Figure 1. Signal wires on met1.
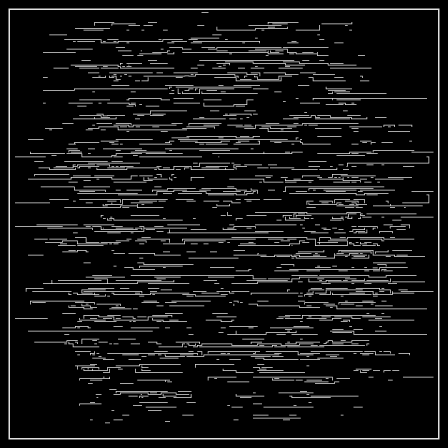
Figure 2. M2 wires.
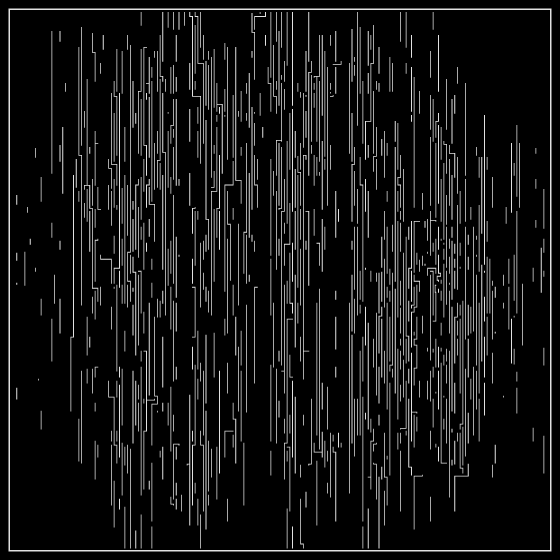
Figure 3. Metal 3.
Scale bar: 20 um. Cells faint in the background.
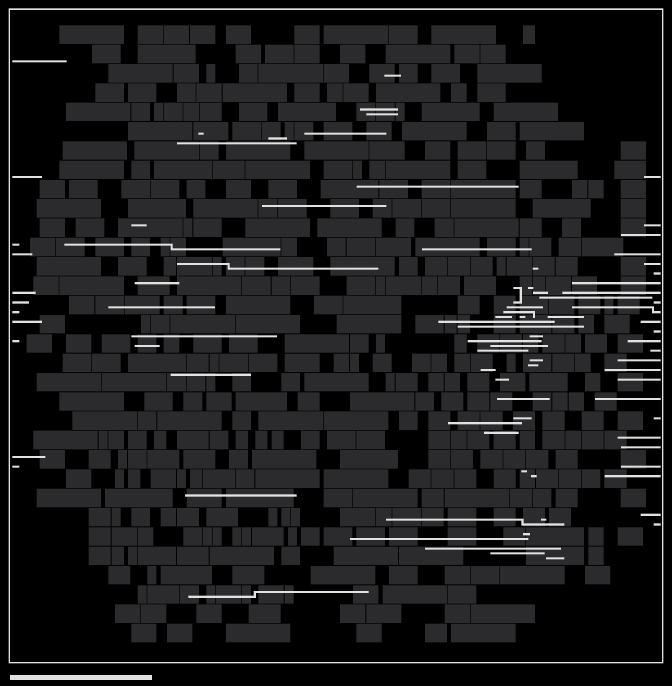
Figure 4. Metal 4.
Scale bar: 20 um.
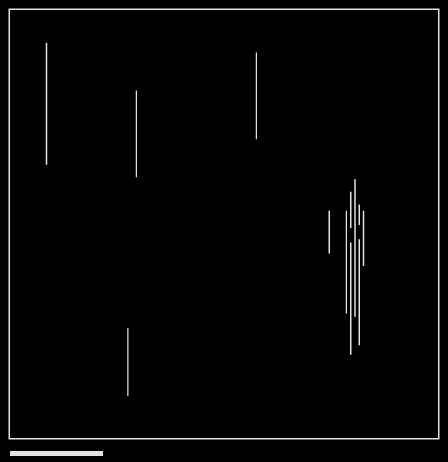
Figure 5. Track usage over the die.
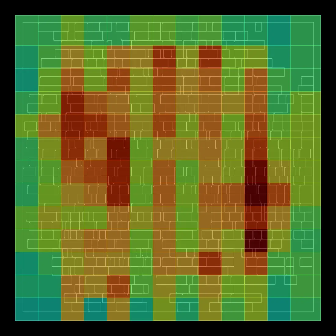
[config.mk]
export PLATFORM = sky130hd
export DESIGN_NAME = qpu_exu_moitf
export DESIGN_NICKNAME = d
export VERILOG_FILES = /design/src/rtl/qpu_exu_moitf.sv
export SDC_FILE = /design/constraint.sdc
export NUM_CORES = 1
export LEC_CHECK = 0
export ABC_AREA = 0
export CAP_MARGIN = 30
export CORE_MARGIN = 2
export CORE_UTILIZATION = 54
export CTS_CLUSTER_DIAMETER = 200
export DETAILED_ROUTE_END_ITERATION = 8
export PLACE_DENSITY = 0.79
export SETUP_SLACK_MARGIN = 0.1
export SYNTH_ARGS = -nofsm -noshare
export SYNTH_HDL_FRONTEND = slang
export SYNTH_SLANG_ARGS = --single-unit
[constraint.sdc]
create_clock -name clk -period 2.96 [get_ports clk]
set_input_delay 0.592 -clock clk [delete_from_list [all_inputs] [get_ports clk]]
set_output_delay 0.592 -clock clk [all_outputs]
set_load 0.01 [all_outputs]
[src/rtl/qpu_exu_moitf.sv]
// Outstanding-instruction track FIFO for long-pipe (measure/FMR) QPU ops.
// Holds destination register and qubit list per in-flight op and raises dispatch hazard flags.
module qpu_exu_moitf #(
    parameter int DEPTH     = 4,
    parameter int QUBIT_NUM = 8,
    parameter int RFIDX_W   = 5,
    localparam int PTR_W    = $clog2(DEPTH)
) (
    input  logic                 clk,
    input  logic                 rst_n,

    input  logic                 dis_ena,
    output logic                 dis_ready,
    input  logic                 dis_rdwen,
    input  logic [RFIDX_W-1:0]   dis_rdidx,
    input  logic [QUBIT_NUM-1:0] dis_qubitlist,

    input  logic                 chk_rs1en,
    input  logic                 chk_rs2en,
    input  logic                 chk_rdwen,
    input  logic                 chk_qfren,
    input  logic [RFIDX_W-1:0]   chk_rs1idx,
    input  logic [RFIDX_W-1:0]   chk_rs2idx,
    input  logic [RFIDX_W-1:0]   chk_rdidx,
    input  logic [QUBIT_NUM-1:0] chk_qubitlist,
    output logic                 oitfrd_match_disprs1,
    output logic                 oitfrd_match_disprs2,
    output logic                 oitfrd_match_disprd,
    output logic                 oitfqf_match_dispql,

    input  logic                 ret_ena,
    output logic                 ret_rdwen,
    output logic [RFIDX_W-1:0]   ret_rdidx,
    output logic [QUBIT_NUM-1:0] ret_qubitlist,

    input  logic                 flush,
    output logic                 oitf_empty,
    output logic [PTR_W:0]       oitf_count
);

    localparam logic [PTR_W-1:0] PTR_LAST = PTR_W'(DEPTH - 1);
    localparam logic [PTR_W:0]   CNT_DEPTH = (PTR_W + 1)'(DEPTH);

    logic [DEPTH-1:0]     ent_vld;
    logic [DEPTH-1:0]     ent_rdwen;
    logic [RFIDX_W-1:0]   ent_rdidx [DEPTH];
    logic [QUBIT_NUM-1:0] ent_ql    [DEPTH];

    logic [PTR_W-1:0] wptr;
    logic [PTR_W-1:0] rptr;
    logic             wflag;
    logic             rflag;

    logic full;
    logic do_alloc;
    logic do_retire;

    // Handshake: an allocation transfers on a rising edge where dis_ena && dis_ready;
    // dis_ready depends only on registered state, so a retire in the same cycle
    // never frees space for that cycle's allocation. A retire transfers when
    // ret_ena && !oitf_empty. flush overrides both.
    assign full       = (wptr == rptr) && (wflag != rflag);
    assign oitf_empty = (wptr == rptr) && (wflag == rflag);
    assign dis_ready  = !full;
    assign do_alloc   = dis_ena && !full;
    assign do_retire  = ret_ena && !oitf_empty;

    assign oitf_count = ({1'b0, wptr} - {1'b0, rptr}) + ((wflag != rflag) ? CNT_DEPTH : '0);

    always_ff @(posedge clk or negedge rst_n) begin
        if (!rst_n) begin
            ent_vld   <= '0;
            ent_rdwen <= '0;
            for (int i = 0; i < DEPTH; i++) begin
                ent_rdidx[i] <= '0;
                ent_ql[i]    <= '0;
            end
            wptr  <= '0;
            rptr  <= '0;
            wflag <= 1'b0;
            rflag <= 1'b0;
        end else if (flush) begin
            ent_vld <= '0;
            wptr    <= '0;
            rptr    <= '0;
            wflag   <= 1'b0;
            rflag   <= 1'b0;
        end else begin
            // Alloc and retire never hit the same slot: that needs wptr==rptr,
            // which is either full (no alloc) or empty (no retire).
            if (do_alloc) begin
                ent_vld[wptr]   <= 1'b1;
                ent_rdwen[wptr] <= dis_rdwen;
                ent_rdidx[wptr] <= dis_rdidx;
                ent_ql[wptr]    <= dis_qubitlist;
                if (wptr == PTR_LAST) begin
                    wptr  <= '0;
                    wflag <= !wflag;
                end else begin
                    wptr <= wptr + 1'b1;
                end
            end
            if (do_retire) begin
                ent_vld[rptr] <= 1'b0;
                if (rptr == PTR_LAST) begin
                    rptr  <= '0;
                    rflag <= !rflag;
                end else begin
                    rptr <= rptr + 1'b1;
                end
            end
        end
    end

    // Hazard flags look only at registered entries; a retiring head still matches.
    always_comb begin
        logic                 m_rs1;
        logic                 m_rs2;
        logic                 m_rd;
        logic [QUBIT_NUM-1:0] ql_or;
        m_rs1 = 1'b0;
        m_rs2 = 1'b0;
        m_rd  = 1'b0;
        ql_or = '0;
        for (int i = 0; i < DEPTH; i++) begin
            if (ent_vld[i]) begin
                ql_or = ql_or | ent_ql[i];
                if (ent_rdwen[i]) begin
                    if (ent_rdidx[i] == chk_rs1idx) m_rs1 = 1'b1;
                    if (ent_rdidx[i] == chk_rs2idx) m_rs2 = 1'b1;
                    if (ent_rdidx[i] == chk_rdidx)  m_rd  = 1'b1;
                end
            end
        end
        oitfrd_match_disprs1 = chk_rs1en & m_rs1;
        oitfrd_match_disprs2 = chk_rs2en & m_rs2;
        oitfrd_match_disprd  = chk_rdwen & m_rd;
        oitfqf_match_dispql  = chk_qfren & (|(chk_qubitlist & ql_or));
    end

    // The head slot is valid exactly when the FIFO is non-empty.
    assign ret_rdwen     = ent_vld[rptr] & ent_rdwen[rptr];
    assign ret_rdidx     = ent_vld[rptr] ? ent_rdidx[rptr] : '0;
    assign ret_qubitlist = ent_vld[rptr] ? ent_ql[rptr]    : '0;

endmodule
==> flow_summary.toml <==
# synthesis and place-and-route metrics
[final_timing]
final.period_utilization_pct = 95.13
maxSlewHeadroom_pct = 55.36
fin_skew_ps = 11.27
rsz0062_at_grt = "true"
final-hold-violation-count = 0
worst_pin_slew_ps = 666.4
tns_ps = 0
finalSetupViolations = 0
finalCriticalPeriod_ps = 2816
slew_violations = 0

[worst_setup_path]
worst_setup_path_start_kind = "register"
crit_type = "register to primary output"
r2r-start = "rptr[0]"
rr_endpoint = "ent_ql[30]"
critical_path_arrival_ps = 2220
crit_required_ps = 2370
cp-startpoint = "rptr[0]"
rr_worst_depth = 6

[logic_synthesis]
synth_cell_types = 38
avgSynthCellArea_sq_um = 11.68
synth_area_sq_um = 4170
edf_count = 0
ys_top_logic_family = "multiplexers"
largest_area_cell = "dfrtp_1"
flop_cell = "dfrtp_1"
xor_area_share_pct = 12.39
synth_nets = 414
yosys_warnings = 0
ys_top_cells_by_count = "66 x dfrtp_1, 57 x mux2_2, 38 x xnor2_1"
fa_ha_area_share_pct = 3.480
postSynthSeqShare_pct = 39.60
yosysTopAreaCellShare_pct = 39.60
syn_inst = 357
synthArstFlopShare_pct = 100.0
synth-seq-cells = 66
synth_top_cell_by_count = "dfrtp_1"
area_leaders = "dfrtp_1 40%, mux2_2 15%, xnor2_1 8.0%"
synth.cellmix.compoundShare_pct = 8.191

[power]
seqPwrFrac_pct = 42.8
swShare_pct = 33.29
intPower_w = 0.002195
power.switching_w = 0.001096
p_per_area_nw_per_um2 = 623.2
clkPwrFrac_pct = 21.5
total_power_w = 0.003291
p_leak_nw = 2.243

[flow_run]
warnings = 34

[clock_network]
cts_sinks = 66
cts_buffers = 9
cts-resized-gates = 11
cts_hold_buf = 0
cts_tree = "done"

[floorplanning]
fp_util_pct = 54.82
ioPinCount = 69
die_w_um = 91.88
die_h_um = 91.88
dieArea_sq_um = 8442

[hold_path]
hp-class = "primary input to async pin"

[detailed_routing]
routed_wl_mm = 10.25
drcViolationCount = 0
top_layer_used = "met4"
wl_met3_um = 615
via_per_inst = 5.826
initialDrtViolationCount = 193

[global_route]
grt_first_pass_wirelength_mm = 16.19
grt_usage_pct = 24.85
grt_max_degree = 27
grtUsageMet1_pct = 32.17
grt_remaining_overflow = 0
grt_antenna_before_repair = 0
grt_pass1_vias = 3271
grt_busiest_layer = "met2"
grt_use_met3_pct = 4.684

[cells_and_area]
n_antenna_cell = 0
area_growth_pct = 26.64
final_nets = 496
finalNonFillerCells = 546
drive_gt1_share_pct = 27.93

[placement]
dp_hpwl_mm = 7.473
placed_cells = 525
gp_congestion = 1.018

[outcome]
status = "finished clean"
Notes on Figure 1 above:
- longest straight run: 26.7 um
- share of all routed wire: 42%
- main direction: horizontal
- nets with wire on the layer: 440

Notes on Figure 2 above:
- nets with wire on the layer: 443
- wire length on this layer: 5150 um
- longest straight run: 38.1 um
- share of all routed wire: 50%
- main direction: vertical

Notes on Figure 3 above:
- share of all routed wire: 6.0%
- longest straight run: 24.8 um
- nets with wire on the layer: 71
- wire length on this layer: 616 um
- main direction: horizontal

Notes on Figure 4 above:
- nets with wire on the layer: 11
- wire length on this layer: 206 um

Notes on Figure 5 above:
WL/cell: 18.77 um
post-route core utilization: 69.42%

[registers in the layout, indices dropped and copies added (netlist names)]
name and flops:
ent_rdidx 20, ent_rdwen 4, wptr 2, ent_ql 32
wflag 1, rptr 2, rflag 1, ent_vld 4
[cell usage in the layout, fill, tap and decap left out, types with 11 or more instances in the layout]
cell type and n:
a22oi_1 19, buf_4 25, clkbuf_8 11, clkdlybuf4s50_1 55, dfrtp_1 64, inv_1 13, mux2_2 57, mux4_2 14
nand2_1 18, nor2b_1 14, xnor2_1 37, xor2_1 21
[critical path, stage by stage (launching register included)]
cell and delay [ps]:
dfrtp_2 450, buf_4 160, ha_1 180, fa_1 380, xnor2_1 170, clkdlybuf4s50_1 550
[layout make-up]
| cell class | count | area, sq um | share of cell area [%] |
|---|---|---|---|
| Sequential cell | 66 | 1654 | 31.32 |
| Clock inverter | 5 | 37.54 | 0.7107 |
| Inverter | 13 | 48.80 | 0.9240 |
| Multi-Input combinational cell | 254 | 2369 | 44.85 |
| Timing Repair Buffer | 95 | 893.4 | 16.92 |
| Clock buffer | 11 | 151.4 | 2.867 |
| Tap cell | 102 | 127.6 | 2.416 |
[power by group through the flow]
stage          Sequential, W  Combinational, W  Clock, W
2_1_floorplan        0.00133          0.000779         0
3_3_place_gp         0.00141           0.00111         0
5_1_grt              0.00144           0.00126  0.000773
3_5_place_dp         0.00143           0.00114         0
6_report             0.00141           0.00118  0.000707
4_1_cts              0.00141           0.00114  0.000722
[stage by stage]
stage          worst slack, ps  area, sq um  utilization, %
3_3_place_gp            -185.4         5021           66.00
5_1_grt                  76.52         5281           69.42
3_5_place_dp            -205.6         5021           66.00
2_1_floorplan            602.2         4170               -
6_report                 144.1         5281           69.42
4_1_cts                  106.3         5201           68.37
